Design modulo_sel_coord, sky130hd; sources not shown.
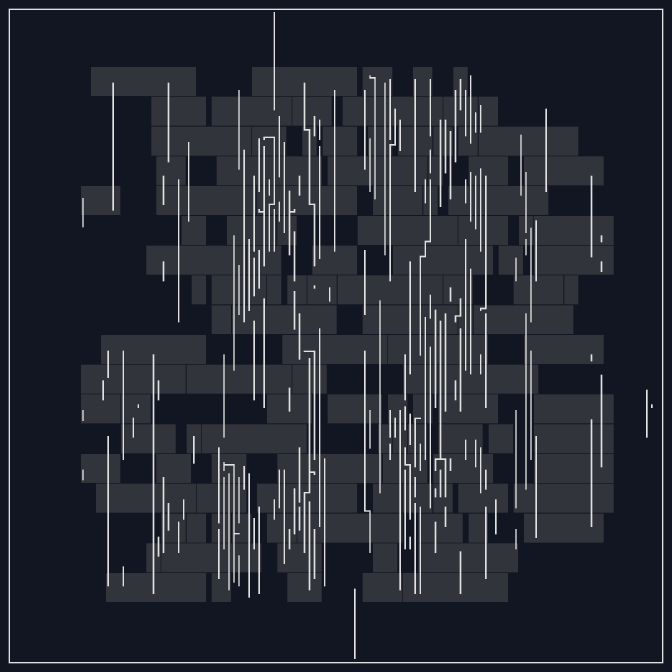
(met2 routing)
main direction: vertical
longest straight run: 21.8 µm
wire length on this layer: 1060 µm
nets with wire on the layer: 116
vias: 810
met2 Use GR: 0.2449

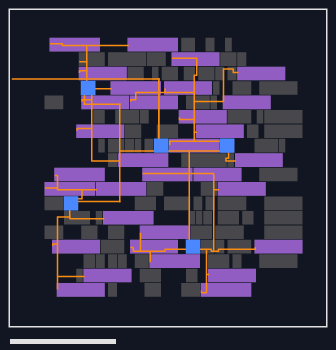
(routed clock nets over the placement)
Scale bar: 20 µm.
[blue] cells driving clock nets | count: 5
[orange] clock wires | length: 357 µm
[purple] flip-flops | count: 32
routed clock nets: 6
clock skew: 0.01657 ns
Clk. pwr: 541 µW

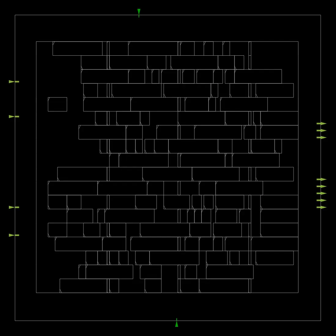
(placement view)
final core occ: 0.6642
sequential cell area share: 0.4921
num rows: 18

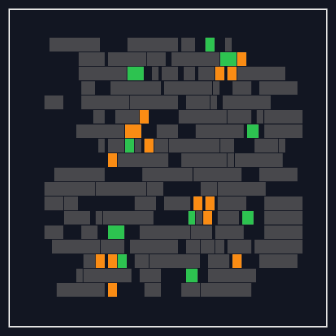
(gate-type map)
[orange] inverting AOI/OAI gates | cells: 14 | most used: a21oi_1
[green] NAND gates | cells: 10
Commonest Layout Cell: dfrtp_1
Comb/total area: 0.2894
Finished Layout Cells: 150

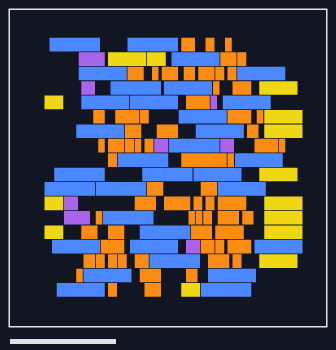
(cells coloured by class)
Scale bar: 20 µm.
[blue] flip-flops | cells: 32 | share of their area: 50%
[orange] all other logic | cells: 66 | share of their area: 31%
[yellow] other buffers and delay cells | cells: 14 | share of their area: 14%
[purple] clock drivers and dummy loads | cells: 8 | share of their area: 4.2%
core box area: 0.002500 mm²
Final Cell Area: 0.001660 mm²

==> results.sh <==
# physical design summary
export IMPL_synthesis_area_mm2=0.001330
export IMPL_avgViaCountPerCell=5.400
export IMPL_cp_required_ns=1.06
export IMPL_fill_cells=189
export IMPL_reg2reg_slack_ns=0.10
export IMPL_power_density_mw_per_mm2=962.2
export IMPL_simple_gate_share=0.1279
export IMPL_hold_violations=0
export IMPL_ys_sh_aoi=0.07620
export IMPL_seq_area_um2=817.0
export IMPL_crit_family="flip-flops"
export IMPL_slowest_delay_ns=0.48
export IMPL_netlist_instances=99
export IMPL_cp_depth=1
export IMPL_min_path_cells=0
export IMPL_r2r_cells=3
export IMPL_drt_initial_drc_count=10
export IMPL_cp_max_fo=5
export IMPL_timing_final_setup_violations=0
export IMPL_numSynthFlops=32
export IMPL_cts_resized=0
export IMPL_dp_hpwl_um=1513
export IMPL_clock_root_buffer="clkbuf_4"
export IMPL_die_size_x_um=59.58
export IMPL_avgSynthCellArea_um2=13.43
export IMPL_grt_overflow_total=0
export IMPL_worstMarginPinSlew_ns=0.3655
export IMPL_logic_area_um2=480.5
export IMPL_area_growth_pct=24.84
export IMPL_antenna_found_initial=0
export IMPL_logic_family="simple AND/OR/NAND/NOR gates"
export IMPL_maxCapViolCount=0
export IMPL_hold_slack_ns=0.3580
export IMPL_yosys_area_share_adder=0.05644
export IMPL_flop_cell="dfrtp_1"
export IMPL_clock_path_buffers=2
export IMPL_drt_pass1_iterations=4
export IMPL_portBuffers=13
export IMPL_grtUsageTotal=0.1472
export IMPL_crit_chain="buf_12"
export IMPL_synthTopCellsByCount="dfrtp_1, dfstp_2, a21oi_1, inv_1"
export IMPL_syn_nets=111
export IMPL_avgRoutedWirePerCell_um=13.71
export IMPL_cts_buffers=5
export IMPL_p_leak_uw=0.0007067
export IMPL_top_cells_by_area="dfrtp_1, dfstp_2, ha_1, mux2_2, xnor2_1"
export IMPL_yosysMostFrequentCell="dfrtp_1"
export IMPL_ir_worst_vdd_uv=640.7
export IMPL_grt_pass1_vias=859
export IMPL_synthArstFlopShare=1.000
export IMPL_edf_count=0
export IMPL_place_area_mm2=0.001592
export IMPL_dp_slack_ns=0.08394
export IMPL_synth_yosys_warnings=0
export IMPL_grt_first_pass_wirelength_um=3760
export IMPL_clock_sink_count=32
export IMPL_ys_cells=99
export IMPL_power_uw=1598
export IMPL_fin_nets=131
export IMPL_grt_setup_unrepaired="false"
export IMPL_top_cell_area_share=0.3763
export IMPL_status="finished clean"
export IMPL_die_y_um=59.58
export IMPL_finalCritPeriodShare=0.9500
export IMPL_crit_path_end_kind="primary output"
export IMPL_antenna_cells=0
export IMPL_synth_xor_xnor_area_share=0.03951
export IMPL_drt_wl_total_um=2057
export IMPL_postSynthSeqShare=0.6134
export IMPL_fin_crit_ns=1.435
export IMPL_cp_slowest_cell="dfrtp_1"
export IMPL_muxShareOfSynthArea=0.06115
export IMPL_cts_tree="done"
export IMPL_slew_headroom=0.7546
export IMPL_fp_utilization=0.5320
export IMPL_num_io_pins=14
export IMPL_drv_slew=0
export IMPL_drive_above_1_share=0.3250
export IMPL_start_kind="flop"
export IMPL_cts_setup_buffers=0
export IMPL_yosysTopAreaCell="dfrtp_1"
export IMPL_die_area_mm2=0.003549
export IMPL_grt_max_degree=33
export IMPL_fmax_mhz=697.1
export IMPL_hold_buffers=0
export IMPL_critPathKind="reg2out"
export IMPL_htreeDepth=2
export IMPL_clkTransAtPathRegs_ns=0.10
export IMPL_warnings=28
export IMPL_fin_ws_ns=0.07543
export IMPL_hold_class="reg2reg"
export IMPL_tns_ns=0
export IMPL_synth_cell_types=26
export IMPL_crit_buf_inv=1
export IMPL_drcViolationCount=0
export IMPL_ant_nets=0
export IMPL_worstSkewPairLatency_ns=0.33
export IMPL_yosys_area_mm2=0.001330
export IMPL_worstPathArrival_ns=0.98
area by class of cell:
class,count,area share
clock buffer,8,0.04145
inverter,7,0.01583
multi-input combinational,59,0.2894
timing repair buffer,14,0.1387
sequential,32,0.4921
tap,30,0.02261
stage by stage:
stage / instances / util
CTS: 150 / 0.6642
detailed placement: 142 / 0.6366
finish: 150 / 0.6642
global placement: 142 / 0.6366
floorplan: 99 / -
global route: 150 / 0.6642
logic make-up after synthesis:
logic type | count (synthesis)
flip-flops | 32
AND/OR/NAND/NOR | 23
AND-OR/OR-AND | 17
buffers and inverters | 8
multiplexers | 7
XOR/XNOR | 6
adder cells (fa/ha/maj) | 6
layout by cell type, fill, tap and decap left out, types with 4 or more instances in the layout:
| master | netlist | layout |
|---|---|---|
| xnor2_1 | 6 | 6 |
| inv_1 | 7 | 7 |
| nor2_1 | 4 | 4 |
| mux2_2 | 5 | 5 |
| dfrtp_1 | 20 | 19 |
| dfstp_2 | 12 | 12 |
| o21ai_0 | 4 | 4 |
| clkdlybuf4s50_1 | 0 | 5 |
| clkbuf_4 | 0 | 5 |
| buf_12 | 0 | 9 |
| ha_1 | 6 | 6 |
| a21oi_1 | 9 | 9 |
per-layer routing:
layer / global-route usage / part of all wire / vias up
met4: 0.06329 / 0.015 / 0
met1: 0.1610 / 0.41 / 400
met5: 0 / 0 / -
li1: - / - / 386
met3: 0.06754 / 0.057 / 5
met2: 0.2449 / 0.51 / 19
power breakdown:
| group | internal [µW] | leakage (µW) | switching (µW) |
|---|---|---|---|
| combinational | 65.7 | 0.000274 | 65.0 |
| sequential | 895 | 0.000394 | 30.7 |
| clock | 274 | 0.0000386 | 267 |
| total | 1230 | 0.000707 | 363 |
No activity file was given, so power comes from the tool's default toggle rates.
